Fig. 1: run 1, local utilization
(6 px per µm) 9 x 9 tiles, from black (low) to pale yellow (high), 0 to 100% covered.
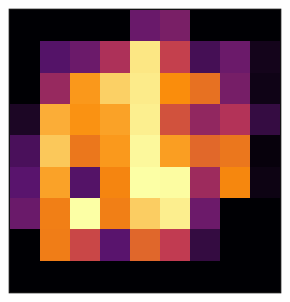
Fig. 2: run 1, clock routing
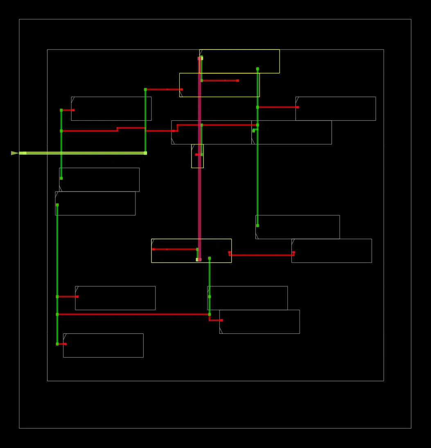
Fig. 3: run 1, a small window of the routed layout
Window x 10 to 35, y 11 to 36 µm. Cells in grey, sequential cells in the stronger grey; small squares are vias.
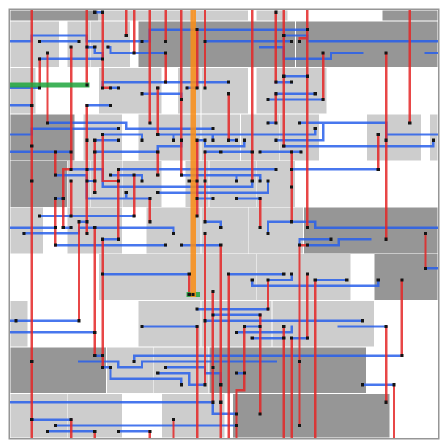
**src/rtl/mux2_1.sv**
```systemverilog
// 2:1 mux with a combinational output, a captured copy, and select-switch tracking.
// Optional registered even-parity output o_par is built when MUX2_1_PARITY_EN is defined.
module mux2_1 #(
  parameter int W  = 1,
  parameter int CW = 8
) (
  input  logic            clk,
  input  logic            rst_n,
  input  logic [2*W-1:0]  i,
  input  logic            sel,
  input  logic            in_valid,
  output logic [W-1:0]    o,
  output logic [W-1:0]    o_q,
  output logic            out_valid,
  output logic            sel_sw,
`ifdef MUX2_1_PARITY_EN
  output logic [CW-1:0]   sw_cnt,
  output logic            o_par
`else
  output logic [CW-1:0]   sw_cnt
`endif
);

  logic [W-1:0]  leg1_s;
  logic [W-1:0]  leg0_s;
  logic [W-1:0]  mux_s;
  logic          switch_s;
  logic          cnt_max_s;
  logic [W-1:0]  o_q_r;
  logic          out_valid_r;
  logic          sel_q_r;
  logic          sel_sw_r;
  logic [CW-1:0] sw_cnt_r;

  assign leg1_s = i[2*W-1:W];
  assign leg0_s = i[W-1:0];

  // Ternary keeps an unknown select visible as X instead of silently picking a leg.
  assign mux_s = sel ? leg1_s : leg0_s;
  assign o     = mux_s;

  assign switch_s  = in_valid & (sel != sel_q_r);
  assign cnt_max_s = (sw_cnt_r == {CW{1'b1}});

  // Capture register bank: data, valid, last select, switch pulse and counter.
  always_ff @(posedge clk or negedge rst_n) begin
    if (!rst_n) begin
      o_q_r       <= {W{1'b0}};
      out_valid_r <= 1'b0;
      sel_q_r     <= 1'b0;
      sel_sw_r    <= 1'b0;
      sw_cnt_r    <= {CW{1'b0}};
    end else begin
      out_valid_r <= in_valid;
      sel_sw_r    <= switch_s;
      if (in_valid) begin
        o_q_r   <= mux_s;
        sel_q_r <= sel;
      end else begin
        o_q_r   <= o_q_r;
        sel_q_r <= sel_q_r;
      end
      if (switch_s && !cnt_max_s) begin
        sw_cnt_r <= sw_cnt_r + CW'(1'b1);
      end else begin
        sw_cnt_r <= sw_cnt_r;
      end
    end
  end

  assign o_q       = o_q_r;
  assign out_valid = out_valid_r;
  assign sel_sw    = sel_sw_r;
  assign sw_cnt    = sw_cnt_r;

`ifdef MUX2_1_PARITY_EN
  logic o_par_r;

  function automatic logic even_par(input logic [W-1:0] d);
    return ^d;
  endfunction

  // Parity is computed from the mux result so it lands in the same cycle as o_q.
  always_ff @(posedge clk or negedge rst_n) begin
    if (!rst_n) begin
      o_par_r <= 1'b0;
    end else if (in_valid) begin
      o_par_r <= even_par(mux_s);
    end else begin
      o_par_r <= o_par_r;
    end
  end

  assign o_par = o_par_r;
`endif

endmodule

```
**config.mk**
```make
export PLATFORM = sky130hd
export DESIGN_NAME = mux2_1
export DESIGN_NICKNAME = d
export VERILOG_FILES = /design/src/rtl/mux2_1.sv
export SDC_FILE = /design/constraint.sdc
export NUM_CORES = 1
export LEC_CHECK = 0
export CORE_AREA = 3 3 42 44
export CTS_BUF_LIST = sky130_fd_sc_hd__clkbuf_16
export DETAILED_ROUTE_END_ITERATION = 10
export DIE_AREA = 0 0 45 47
export PLACE_DENSITY = 0.78
export RECOVER_POWER = 100
export SKIP_LAST_GASP = 1
export SYNTH_ARGS = -nofsm -noshare
export SYNTH_HDL_FRONTEND = slang
export SYNTH_SLANG_ARGS = --single-unit
```
**constraint.sdc**
```tcl
create_clock -name clk -period 1.55 [get_ports clk]
set_input_delay 0.31 -clock clk [delete_from_list [all_inputs] [get_ports clk]]
set_output_delay 0.31 -clock clk [all_outputs]
set_load 0.03 [all_outputs]
```
==> flow_metrics.py, run 1 <==
# Synthesis and PnR figures
metrics = {
    "layout": {
        "drive_above_1_share_pct": 30.43,
        "final_area_um2": 854.6,
        "area_delta_synth_final_pct": 52.12,
        "diodes": 0,
        "fillers": 133,
        "fin_util_pct": 58.08,
        "layout.cells.non_filler": 85,
        "nets": 77,
    },
    "synthesis": {
        "ys_cells": 43,
        "synth_chip_area_um2": 561.8,
        "syn_inst": 43,
        "yosys.area_share.simple_pct": 14.92,
        "synthTopCellsByArea": "dfrtp_1, mux2_2, mux2_4",
        "ys_sh_xor_pct": 6.236,
        "synth_cell_types": 19,
        "fp_nets": 50,
        "netlist_area_um2": 561.8,
        "yosysWarnings": 0,
        "adder_share_pct": 2.227,
        "mux_area_share_pct": 15.37,
        "syn_avg_cell_area_um2": 13.06,
        "aoi_share_pct": 5.791,
        "ys_ff": 12,
        "ys_seq_share_pct": 53.45,
        "synth_top_area_share_pct": 53.45,
        "top_logic_kind": "multiplexers",
        "synth_area_leader_cell": "dfrtp_1",
    },
    "setup_path": {
        "reg2reg_to": "sw_cnt[1]",
        "reg2reg_depth": 4,
        "reg2reg_slack_ns": 0.15,
        "cp_cell_sequence": "clkdlybuf4s50_1",
        "crit_arrival_ns": 1.21,
        "crit_required_ns": 1.24,
        "crit_family": "buffers and inverters",
        "critPathLaunch": "sel_sw",
        "cp_num_cells": 1,
        "critPathMaxStageDelay_ns": 0.66,
        "r2r_start": "sw_cnt[4]",
        "endpoint_kind": "output port",
        "crit_path_top_delay_cell": "clkdlybuf4s50_1",
        "worstSetupPathType": "reg -> out",
        "crit_end": "sel_sw",
        "crit_buf_inv": 1,
        "start_kind": "flip-flop",
        "crit_fanout": 1,
    },
    "detailed_routing": {
        "ant_nets": 0,
        "routed-wl-met3_um": 48,
        "wl_met2_um": 513,
        "remaining_drc_errors": 0,
        "routedWlPerCell_um": 13.00,
        "viasPerCell": 4.929,
        "first_pass_iters": 4,
        "vias": 419,
        "drtIter0Drc": 8,
        "met1_length_um": 520,
        "top_layer": "met4",
        "routed_wl_um": 1105,
    },
    "timing": {
        "rsz0062_at_grt": "false",
        "tightestPinTransition_ns": 0.5347,
        "finalCriticalPeriod_ns": 1.519,
        "skew_ns": 0.002244,
        "setup_violations": 0,
        "drv_slew": 0,
        "fmax_mhz": 658.2,
        "period_used_pct": 98.02,
        "max_slew_margin_pct": 64.23,
        "finalHoldViolations": 0,
        "fin_ws_ns": 0.03070,
        "whs_ns": 0.4934,
    },
    "cts": {
        "htree_levels": 1,
        "cts_max_path_buffers": 2,
        "clk_pin_slew_ns": 0.04,
        "insertion_delay_ns": 0.24,
        "cts-root-buf": "clkbuf_16",
        "cts_buffers": 3,
        "cts_tree": "yes",
    },
    "floorplan": {
        "dieHeight_um": 47,
        "top_level_ports": 18,
        "fp_util_pct": 38.18,
        "core_area_um2": 1471,
        "rows": 14,
        "die_area_um2": 2115,
        "die_w_um": 45,
    },
    "power_and_ir_drop": {
        "power.density_nw_per_um2": 1701,
        "leakage_nw": 0.4012,
        "vdd_drop_max_v": 0.001069,
    },
    "placement": {
        "placedCellCount": 80,
        "placed_area_um2": 779.5,
        "io_buffers": 17,
        "gp_congestion": 0.7335,
        "hpwl_um": 786.9,
        "pre_cts_slack_ns": -0.4954,
    },
    "run_status": {
        "outcome": "completed",
    },
    "global_route": {
        "track_usage_pct": 12.40,
        "grt_antenna_before_repair": 0,
        "grt-ovfl-total": 0,
        "grt_pass1_vias": 421,
        "grt_max_degree": 13,
        "grt_pass1_wl_um": 1821,
    },
    "flow_run": {
        "max_cap_violations": 0,
        "warning_count": 27,
    },
    "hold_path": {
        "hold_class": "in -> async",
    },
}
Notes on Fig. 1 above:
- emptiest ninth of the die: lower right
- fullest tile: 100%
- densest ninth of the die: centre
- tiles over 75% full: 24%
- mean over tiles: 40%

Notes on Fig. 2 above:
Flops: 12
clock sinks: 12

Notes on Fig. 3 above:
- metal 4: orange
- metal 2: red
- metal 3: green
- metal 1: blue
- sequential cells in the window: 6
- most frequent: dfrtp_1 (5), mux2_2 (4)
- netlist names of flops here include: sw_cnt (4)
- cells with their middle in the window: 39

-- run 1: kinds of logic (layout without fill, tap and decap cells) --
family,Yosys count,in the layout
and+or+nand+nor,13,13
DFF,12,12
muxes,7,7
AOI/OAI and AO/OA,5,5
xor gates and xnor gates,4,4
adders and majority gates,1,1
buffers and inverters,1,27
-- run 1: stage by stage --
stage | TNS (ns) | power [mW]
4_1_cts | -0.07724 | 1.489
2_1_floorplan | 0 | 0.8248
5_1_grt | 0 | 1.545
6_report | 0 | 1.454
3_3_place_gp | -2.244 | 1.051
3_5_place_dp | -2.392 | 1.062
-- run 1: sequential cells by signal, summed over array words and instances (netlist names) --
signal and flops:
sel_q_r 1, sel_sw 1, out_valid 1, o_q 1, sw_cnt 8
-- run 1: synthesized netlist by cell type --
cell type  instances
dfrtp_1           12
and4_1             1
mux2_2             5
nand2b_1           1
nand4_1            3
o21bai_1           1
xnor2_1            3
nand3_2            2
xor2_1             1
and2_1             2
ha_1               1
mux2_4             2
nand2_1            3
a31oi_1            1
and3_1             1
o21ai_0            1
o21ai_2            1
a21oi_1            1
buf_6              1
-- run 1: per-layer routing --
metal  GRT usage (%)  vias to the layer above
met5               0                        -
met3           3.448                        2
met1           16.27                      199
met2           18.36                       11
met4           7.018                        0
li1                -                      207
-- run 1: cells in the final DEF (no fill, tap or decap) --
master / instances
and4_1: 1
clkbuf_4: 1
o21ai_0: 1
o21ai_2: 1
buf_4: 5
inv_1: 1
nand2_1: 3
nand3_2: 2
nand4_1: 3
mux2_4: 2
and3_1: 1
dfrtp_2: 1
a21oi_1: 1
mux2_1: 1
and2_0: 1
dlygate4sd2_1: 9
clkbuf_1: 2
a31oi_1: 1
mux2_2: 4
clkdlybuf4s50_1: 3
nand2b_1: 1
dlygate4sd3_1: 2
o21bai_1: 1
xnor2_1: 3
clkbuf_16: 3
ha_1: 1
xor2_2: 1
dlymetal6s2s_1: 1
dfrtp_1: 11
and2_4: 1
-- run 1: power by group --
part / switching, mW / internal, mW
sequential: 0.0832 / 0.403
clock: 0.130 / 0.339
combinational: 0.301 / 0.198
total: 0.514 / 0.940
-- run 1: how the worst min path moves through the flow --
stage / end / slack [ns]
detailed placement: o_q / 0.49
global placement: o_q / 0.49
finish: sw_cnt[2] / 0.49
floorplan: o_q / 0.01
global route: o_q / 0.53
CTS: sw_cnt[2] / 0.44
-- run 1: repair_timing --
| item | CTS | global route |
|---|---|---|
| endpoints found under the setup margin | 14 | 7 |
| hold buffers | 0 | 0 |
| hold endpoints to repair | 0 | 0 |
| pin swaps | 0 | 1 |
| buffers inserted | 0 | 1 |
| gates resized | 17 | 6 |
-- run 1: cell type report --
type	instances	area (µm²)	area share, %
clock inverters	1	3.754	0.4392
multi-input cells	30	260.3	30.45
clock buffers	3	75.07	8.785
well taps	16	20.02	2.343
flip-flops and latches	12	301.5	35.29
repair buffers	23	193.9	22.69
==> inputs of run 2 (changes only) <==
==> constraint.sdc (replaced) <==
create_clock -name clk -period 1.6 [get_ports clk]
set_input_delay 0.32 -clock clk [delete_from_list [all_inputs] [get_ports clk]]
set_output_delay 0.32 -clock clk [all_outputs]
set_load 0.03 [all_outputs]
Fig. 4: run 2, clock distribution
(12 px per µm)
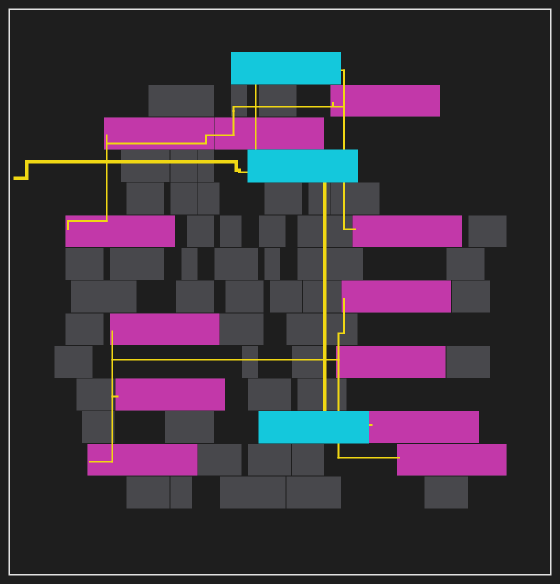
- flip-flops: magenta (count 12)
- clock wires: yellow (length 166 µm)
- clock drivers: cyan (count 3)
- routed clock nets: 4
Post-Route Skew: 0.0008782 ns
Clk pwr share: 31.9%
Clock Latency Late Sink: 0.24 ns
Clk. pwr: 453 µW

Fig. 5: run 2, placed cells, one colour a class
(8 px per µm) Fill, decap, tap and diode cells in grey.
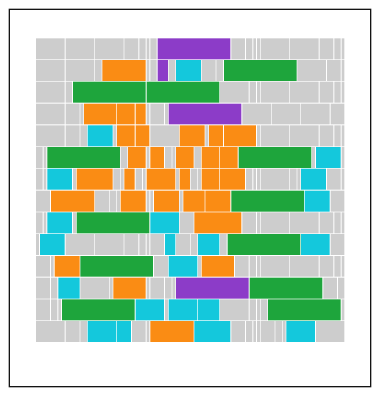
- remaining buffers and delay cells: cyan (cells 21; share of their area 22%)
- clock drivers and dummy loads: purple (cells 4; share of their area 9.6%)
- sequential cells: green (cells 12; share of their area 37%)
- combinational and other logic: orange (cells 30; share of their area 32%)

Fig. 6: run 2, local utilization
(6 px per µm) 9 x 9 tiles, from black (low) to pale yellow (high), 0 to 100% covered.
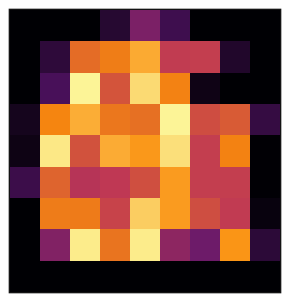
Core Box Area: 1471 µm²
FP Core Util: 38.18%
fin util: 57.23%

==> run 2 against run 1 <==
Net effect:
- sequential power shrank 3%
- wire length shrank 2.4%
- design area shrank 1.5%
- sequential share of layout area grew 0.38 points
- largest power group unchanged
==> flow_metrics.py, run 2 <==
# Synthesis and PnR figures
metrics = {
    "detailed_routing": {
        "routed_wl_um": 1079,
        "ant_nets": 0,
        "routedWlPerCell_um": 13.00,
        "first_pass_iters": 4,
        "vias": 410,
        "drtIter0Drc": 1,
        "viasPerCell": 4.940,
        "remaining_drc_errors": 0,
    },
    "setup_path": {
        "r2r_start": "sw_cnt[3]",
        "critPathMaxStageDelay_ns": 0.66,
        "reg2reg_depth": 4,
        "crit_buf_inv": 1,
        "start_kind": "flip-flop",
        "crit_arrival_ns": 1.23,
        "crit_path_top_delay_cell": "clkdlybuf4s50_1",
        "cp_cell_sequence": "clkdlybuf4s50_1",
        "crit_fanout": 2,
        "reg2reg_to": "sw_cnt[1]",
        "reg2reg_slack_ns": 0.13,
        "worstSetupPathType": "reg -> out",
        "crit_required_ns": 1.28,
        "crit_family": "buffers and inverters",
        "endpoint_kind": "output port",
    },
    "placement": {
        "gp_congestion": 0.7160,
        "pre_cts_slack_ns": -0.4638,
        "hpwl_um": 778.4,
        "io_buffers": 17,
    },
    "synthesis": {
        "ys_ff": 12,
        "post-synth-top-count-cell": "dfrtp_1",
        "ys_sh_xor_pct": 6.236,
        "synthTopCellsByArea": "dfrtp_1, mux2_2, mux2_4",
        "adder_share_pct": 2.227,
        "async_flop_share_pct": 100.0,
        "syn_inst": 43,
        "synth_area_leader_cell": "dfrtp_1",
        "yosys.area_share.simple_pct": 14.92,
        "syn_avg_cell_area_um2": 13.06,
        "synth_chip_area_um2": 561.8,
        "netlist_area_um2": 561.8,
        "synth_top_area_share_pct": 53.45,
        "fp_nets": 50,
        "ys_cells": 43,
        "mux_area_share_pct": 15.37,
        "flop_cell": "dfrtp_1",
        "top_logic_kind": "multiplexers",
        "synth_cell_types": 19,
        "synth-edff-count": 0,
        "yosysWarnings": 0,
        "yosys-top-cells-count": "dfrtp_1, mux2_2, nand2_1, nand4_1, xnor2_1",
        "ys_seq_share_pct": 53.45,
        "aoi_share_pct": 5.791,
    },
    "timing": {
        "drv_slew": 0,
        "max_slew_margin_pct": 63.77,
        "whs_ns": 0.5015,
        "rsz0062_at_grt": "false",
        "period_used_pct": 96.92,
        "fmax_mhz": 644.9,
        "fin_ws_ns": 0.04930,
        "tightestPinTransition_ns": 0.5417,
        "finalHoldViolations": 0,
        "finalCriticalPeriod_ns": 1.551,
        "setup_violations": 0,
    },
    "floorplan": {
        "rows": 14,
        "dieHeight_um": 47,
        "die_area_um2": 2115,
        "top_level_ports": 18,
        "die_w_um": 45,
    },
    "cts": {
        "cts_hold_buf": 0,
        "cts_buffers": 3,
        "cts_tree": "yes",
        "post-cts-setup-buffers": 0,
        "cts_max_path_buffers": 2,
        "clk_pin_slew_ns": 0.04,
        "cts.sinks": 12,
        "cts-root-buf": "clkbuf_16",
        "htree_levels": 1,
    },
    "layout": {
        "largest_reg_flops": 8,
        "drive_above_1_share_pct": 26.87,
        "nets": 75,
        "final_cell_mix": "dfrtp_1, dlygate4sd2_1, clkdlybuf4s50_1",
        "mostFrequentLayoutCell": "dfrtp_1",
        "diodes": 0,
        "area_delta_synth_final_pct": 49.89,
    },
    "flow_run": {
        "max_cap_violations": 0,
        "warning_count": 27,
    },
    "global_route": {
        "grt_antenna_before_repair": 0,
        "grt-ovfl-total": 0,
        "grt_pass1_vias": 398,
        "grt_max_degree": 13,
        "grt_pass1_wl_um": 1807,
        "track_usage_pct": 12.38,
    },
    "hold_path": {
        "holdPathEnd": "o_q",
        "hold_class": "reg -> reg",
        "hold_path_depth": 1,
        "hp-start": "o_q",
    },
    "run_status": {
        "outcome": "completed",
    },
    "power_and_ir_drop": {
        "power.density_nw_per_um2": 1683,
        "leakage_nw": 0.3933,
        "vdd_drop_max_v": 0.0007780,
    },
}
[run 2: cell counts after synthesis]
No cell type changed its count.
[run 2: cell type report]
cell class	instances	area (µm²)
timing repair buffer	21	183.9
sequential	12	300.3
multi-input combinational	30	259.0
clock inverter	1	3.754
fill	144	629.4
clock buffer	3	75.07
tap	16	20.02
[run 2: report_power, final]
group	internal [mW]	switching (mW)	leakage, nW
combinational	0.206	0.288	0.206
sequential	0.387	0.0831	0.149
clock	0.328	0.124	0.0385
[run 2: kinds of logic (layout without fill, tap and decap cells)]
logic type	count (synthesis)	after routing
compound gates	5	5
simple gates	13	13
buf+inv	1	25
fa+ha+maj	1	1
flops	12	12
xor+xnor	4	4
mux	7	7
[run 2: timing repair]
| item | 4_1_cts | 5_1_grt |
|---|---|---|
| endpoints found under the setup margin | 12 | 4 |
| cloned | 0 | 0 |
| resized | 14 | 6 |
[run 2: how the worst max path moves through the flow]
stage / from / slack [ns] / cells past startpoint / endpoint
2_1_floorplan: sw_cnt[3] / 0.05 / 4 / sw_cnt[1]
3_3_place_gp: sel / -0.45 / 3 / o
3_5_place_dp: sel / -0.46 / 3 / o
4_1_cts: sel / -0.05 / 3 / o
5_1_grt: sw_cnt[3] / 0.02 / 4 / sw_cnt[1]
6_report: o_q / 0.05 / 1 / o_q
[run 2: per-stage QoR]
stage / area, µm² / TNS [ns] / instances / utilization (%) / power (mW)
finish: 842.1 / 0 / 83 / 57.23 / 1.418
global route: 842.1 / 0 / 83 / 57.23 / 1.513
CTS: 835.8 / -0.04755 / 83 / 56.80 / 1.433
detailed placement: 770.7 / -1.894 / 79 / 52.38 / 1.023
global placement: 770.7 / -1.911 / 79 / 52.38 / 1.014
floorplan: 561.8 / 0 / 43 / - / 0.7960
[run 2: routing by layer]
layer / track usage (%) / share of wire (%)
met1: 16.67 / 48
met2: 17.80 / 45
met3: 3.448 / 4.8
met4: 7.018 / 1.9
met5: 0 / 0
==> inputs of run 3 (changes only) <==
--- a/config.mk
+++ b/config.mk
@@ -9,7 +9,7 @@
 export CTS_BUF_LIST = sky130_fd_sc_hd__clkbuf_16
 export DETAILED_ROUTE_END_ITERATION = 10
 export DIE_AREA = 0 0 45 47
-export PLACE_DENSITY = 0.78
+export PLACE_DENSITY = 0.76
 export RECOVER_POWER = 100
 export SKIP_LAST_GASP = 1
 export SYNTH_ARGS = -nofsm -noshare
Fig. 7: run 3, local utilization
(6 px per µm) 9 x 9 tiles, from black (low) to pale yellow (high), 0 to 100% covered.
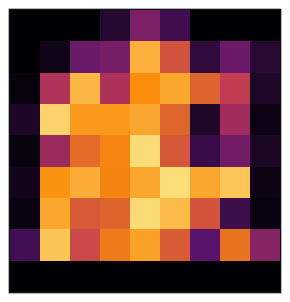
- mean over tiles: 39%
- nearly empty tiles: 20%
- densest ninth of the die: centre
- tiles over 75% full: 25%
- fullest tile: 93%
fin util: 57.57%

Fig. 8: run 3, clock routing
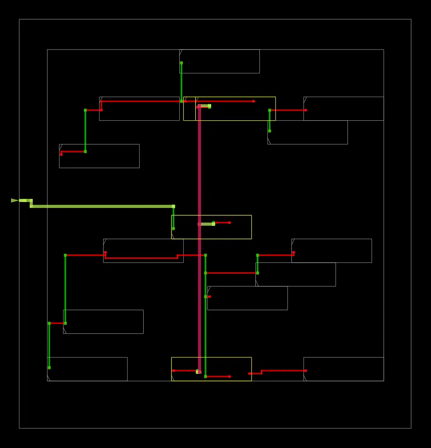
cts bufs inserted: 3
Clk. pwr: 457 µW
Post-Route Skew: 0.005220 ns
clkbuf count: 3

==> run 3 against run 2 <==
Net effect:
- via count grew 6.1%
- sequential cell count is the same
- final cell count grew 2.4%
- synthesized cell count is the same
- combinational power grew 2%
- largest power group unchanged
- maximum frequency shrank 0.92%
- utilization grew 0.34 points
- sequential power is essentially flat
- global-route usage grew 1.7 points
- clock power grew 0.9%
- hold slack lost 0.0093 ns
==> flow_metrics.py, run 3 <==
# Synthesis and PnR figures
metrics = {
    "setup_path": {
        "crit_path_top_delay_cell": "clkdlybuf4s50_1",
        "crit_arrival_ns": 1.25,
        "r2r_start": "sw_cnt[3]",
        "critPathLaunch": "sw_cnt[6]",
        "reg2reg_depth": 4,
        "worstSetupPathType": "reg -> out",
        "cp_num_cells": 1,
        "critPathMaxStageDelay_ns": 0.67,
        "reg2reg_to": "sw_cnt[1]",
        "crit_family": "buffers and inverters",
        "cp_cell_sequence": "clkdlybuf4s50_1",
        "reg2reg_slack_ns": 0.16,
        "start_kind": "flip-flop",
        "crit_fanout": 2,
        "crit_buf_inv": 1,
    },
    "hold_path": {
        "hold_path_depth": 3,
        "hp-start": "sel",
    },
    "flow_run": {
        "warning_count": 27,
        "max_cap_violations": 0,
    },
    "synthesis": {
        "ys_seq_share_pct": 53.45,
        "async_flop_share_pct": 100.0,
        "ys_cells": 43,
        "ys_ff": 12,
        "post-synth-top-count-cell": "dfrtp_1",
        "flop_cell": "dfrtp_1",
        "yosys-top-cells-count": "dfrtp_1, mux2_2, nand2_1, nand4_1, xnor2_1",
        "synth_cell_types": 19,
        "yosysWarnings": 0,
        "synth-edff-count": 0,
        "netlist_area_um2": 561.8,
        "synth_chip_area_um2": 561.8,
        "syn_inst": 43,
    },
    "timing": {
        "setup_violations": 0,
        "tightestPinTransition_ns": 0.5602,
        "fmax_mhz": 639.0,
        "period_used_pct": 97.81,
        "finalHoldViolations": 0,
        "rsz0062_at_grt": "false",
        "drv_slew": 0,
        "max_slew_margin_pct": 62.53,
    },
    "run_status": {
        "outcome": "completed",
    },
    "cts": {
        "cts_max_path_buffers": 2,
        "clk_pin_slew_ns": 0.04,
        "insertion_delay_ns": 0.24,
        "cts_hold_buf": 0,
        "cts.sinks": 12,
    },
    "power_and_ir_drop": {
        "vdd_drop_max_v": 0.0009816,
        "intPower_uw": 920.9,
        "power_frac_comb_pct": 35.1,
        "power_frac_seq_pct": 33.0,
        "power.density_nw_per_um2": 1690,
        "switching_share_pct": 35.68,
    },
    "layout": {
        "diodes": 0,
        "final_cell_mix": "dfrtp_1, dlygate4sd2_1, mux2_2, clkdlybuf4s50_1, buf_4",
        "area_delta_synth_final_pct": 50.78,
        "mostFrequentLayoutCell": "dfrtp_1",
        "drive_above_1_share_pct": 27.54,
        "regArea_um2": 300.3,
        "nets": 77,
        "fillers": 140,
    },
    "floorplan": {
        "rows": 14,
        "die_w_um": 45,
        "fp_util_pct": 38.18,
        "die_area_um2": 2115,
        "core_area_um2": 1471,
        "dieHeight_um": 47,
    },
    "placement": {
        "gp_congestion": 0.7175,
        "placed_area_um2": 785.8,
        "hpwl_um": 896.6,
    },
    "detailed_routing": {
        "routed_wl_um": 1173,
        "ant_nets": 0,
        "drtIter0Drc": 0,
        "routedWlPerCell_um": 13.80,
        "viasPerCell": 5.118,
        "vias": 435,
        "first_pass_iters": 1,
        "remaining_drc_errors": 0,
    },
    "global_route": {
        "grt-ovfl-total": 0,
        "track_usage_pct": 14.09,
    },
}
Fig. 9: run 3, clock distribution
(12 px per µm)
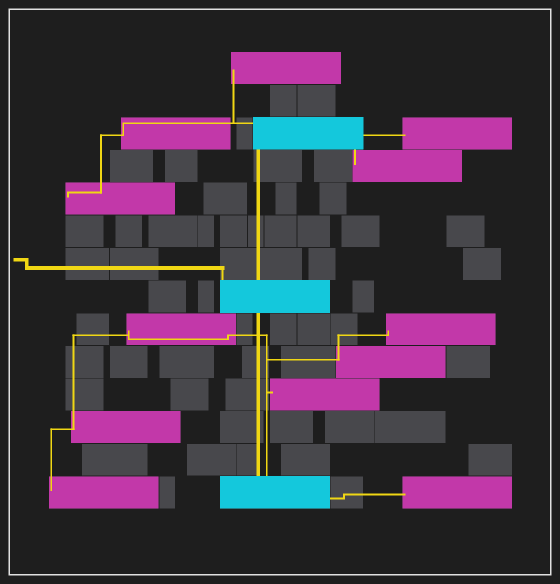
- clock wires: yellow (length 168 µm)
- flip-flops: magenta (count 12)
- clock drivers: cyan (count 3)
- routed clock nets: 4

[run 3: netlist changes by cell type in the layout (fill, tap and decap cells not counted), sizes merged]
cell	change
dlygate4sd2	-1
buf	+1
clkbuf	+2
[run 3: worst reg2reg max path: cells and delay by family (launching register included)]
| kind | cells | cell delay, ns |
|---|---|---|
| AND-OR/OR-AND | 1 | 0.20 |
| flip-flops | 1 | 0.41 |
| multiplexers | 1 | 0.32 |
| AND/OR/NAND/NOR | 2 | 0.40 |
[run 3: layout make-up]
cell class | instances | area share [%]
multi-input cells | 30 | 29.99
flip-flops and latches | 12 | 35.45
repair buffers | 23 | 22.90
well taps | 16 | 2.363
clock inverters | 1 | 0.4431
clock buffers | 3 | 8.863
[run 3: cell families (layout without fill, tap and decap cells)]
| family | after synthesis | after routing | share of synthesized area (%) |
|---|---|---|---|
| adders and majority gates | 1 | 1 | 2.227 |
| and+or+nand+nor | 13 | 13 | 14.92 |
| xor gates and xnor gates | 4 | 4 | 6.237 |
| muxes | 7 | 7 | 15.37 |
| buffers and inverters | 1 | 27 | 2.004 |
| DFF | 12 | 12 | 53.45 |
| AOI/OAI and AO/OA | 5 | 5 | 5.790 |
[run 3: how the worst min path moves through the flow]
stage | to
final | sel_q_r
after global placement | o_q
after floorplan | o_q
after global routing | sel_q_r
after CTS | sw_cnt[1]
after detailed placement | o_q
[run 3: through the flow]
stage	utilization [%]	worst slack (ns)	hold slack, ns	std cells	TNS, ns
finish	57.57	0.03497	0.4921	85	0
global route	57.57	0.005044	0.5151	85	0
CTS	58.50	-0.05143	0.4706	85	-0.05143
detailed placement	53.40	-0.4700	0.5061	81	-2.121
global placement	53.40	-0.4527	0.4907	81	-1.765
floorplan	-	0.04845	0.02441	43	0
[run 3: layer usage]
metal	up-vias	track usage (%)	part of all wire (%)
met5	-	0	0
met4	0	8.772	2.6
met3	3	3.448	3.8
met2	13	21.47	49
met1	213	17.97	45
li1	206	-	-
[run 3: power by group through the flow]
| stage | registers (mW) | clock network [mW] | logic, mW |
|---|---|---|---|
| finish | 0.472 | 0.457 | 0.502 |
| global route | 0.490 | 0.494 | 0.539 |
| CTS | 0.477 | 0.470 | 0.519 |
| detailed placement | 0.483 | 0 | 0.564 |
| global placement | 0.473 | 0 | 0.549 |
| floorplan | 0.621 | 0 | 0.175 |
[run 3: what timing repair did]
item | 4_1_cts | 5_1_grt
endpoints found under the hold margin | 0 | 0
setup endpoints to repair | 11 | 5
gates cloned | 0 | 0
gates resized | 14 | 4
Power is estimated from default activity; no workload was simulated.
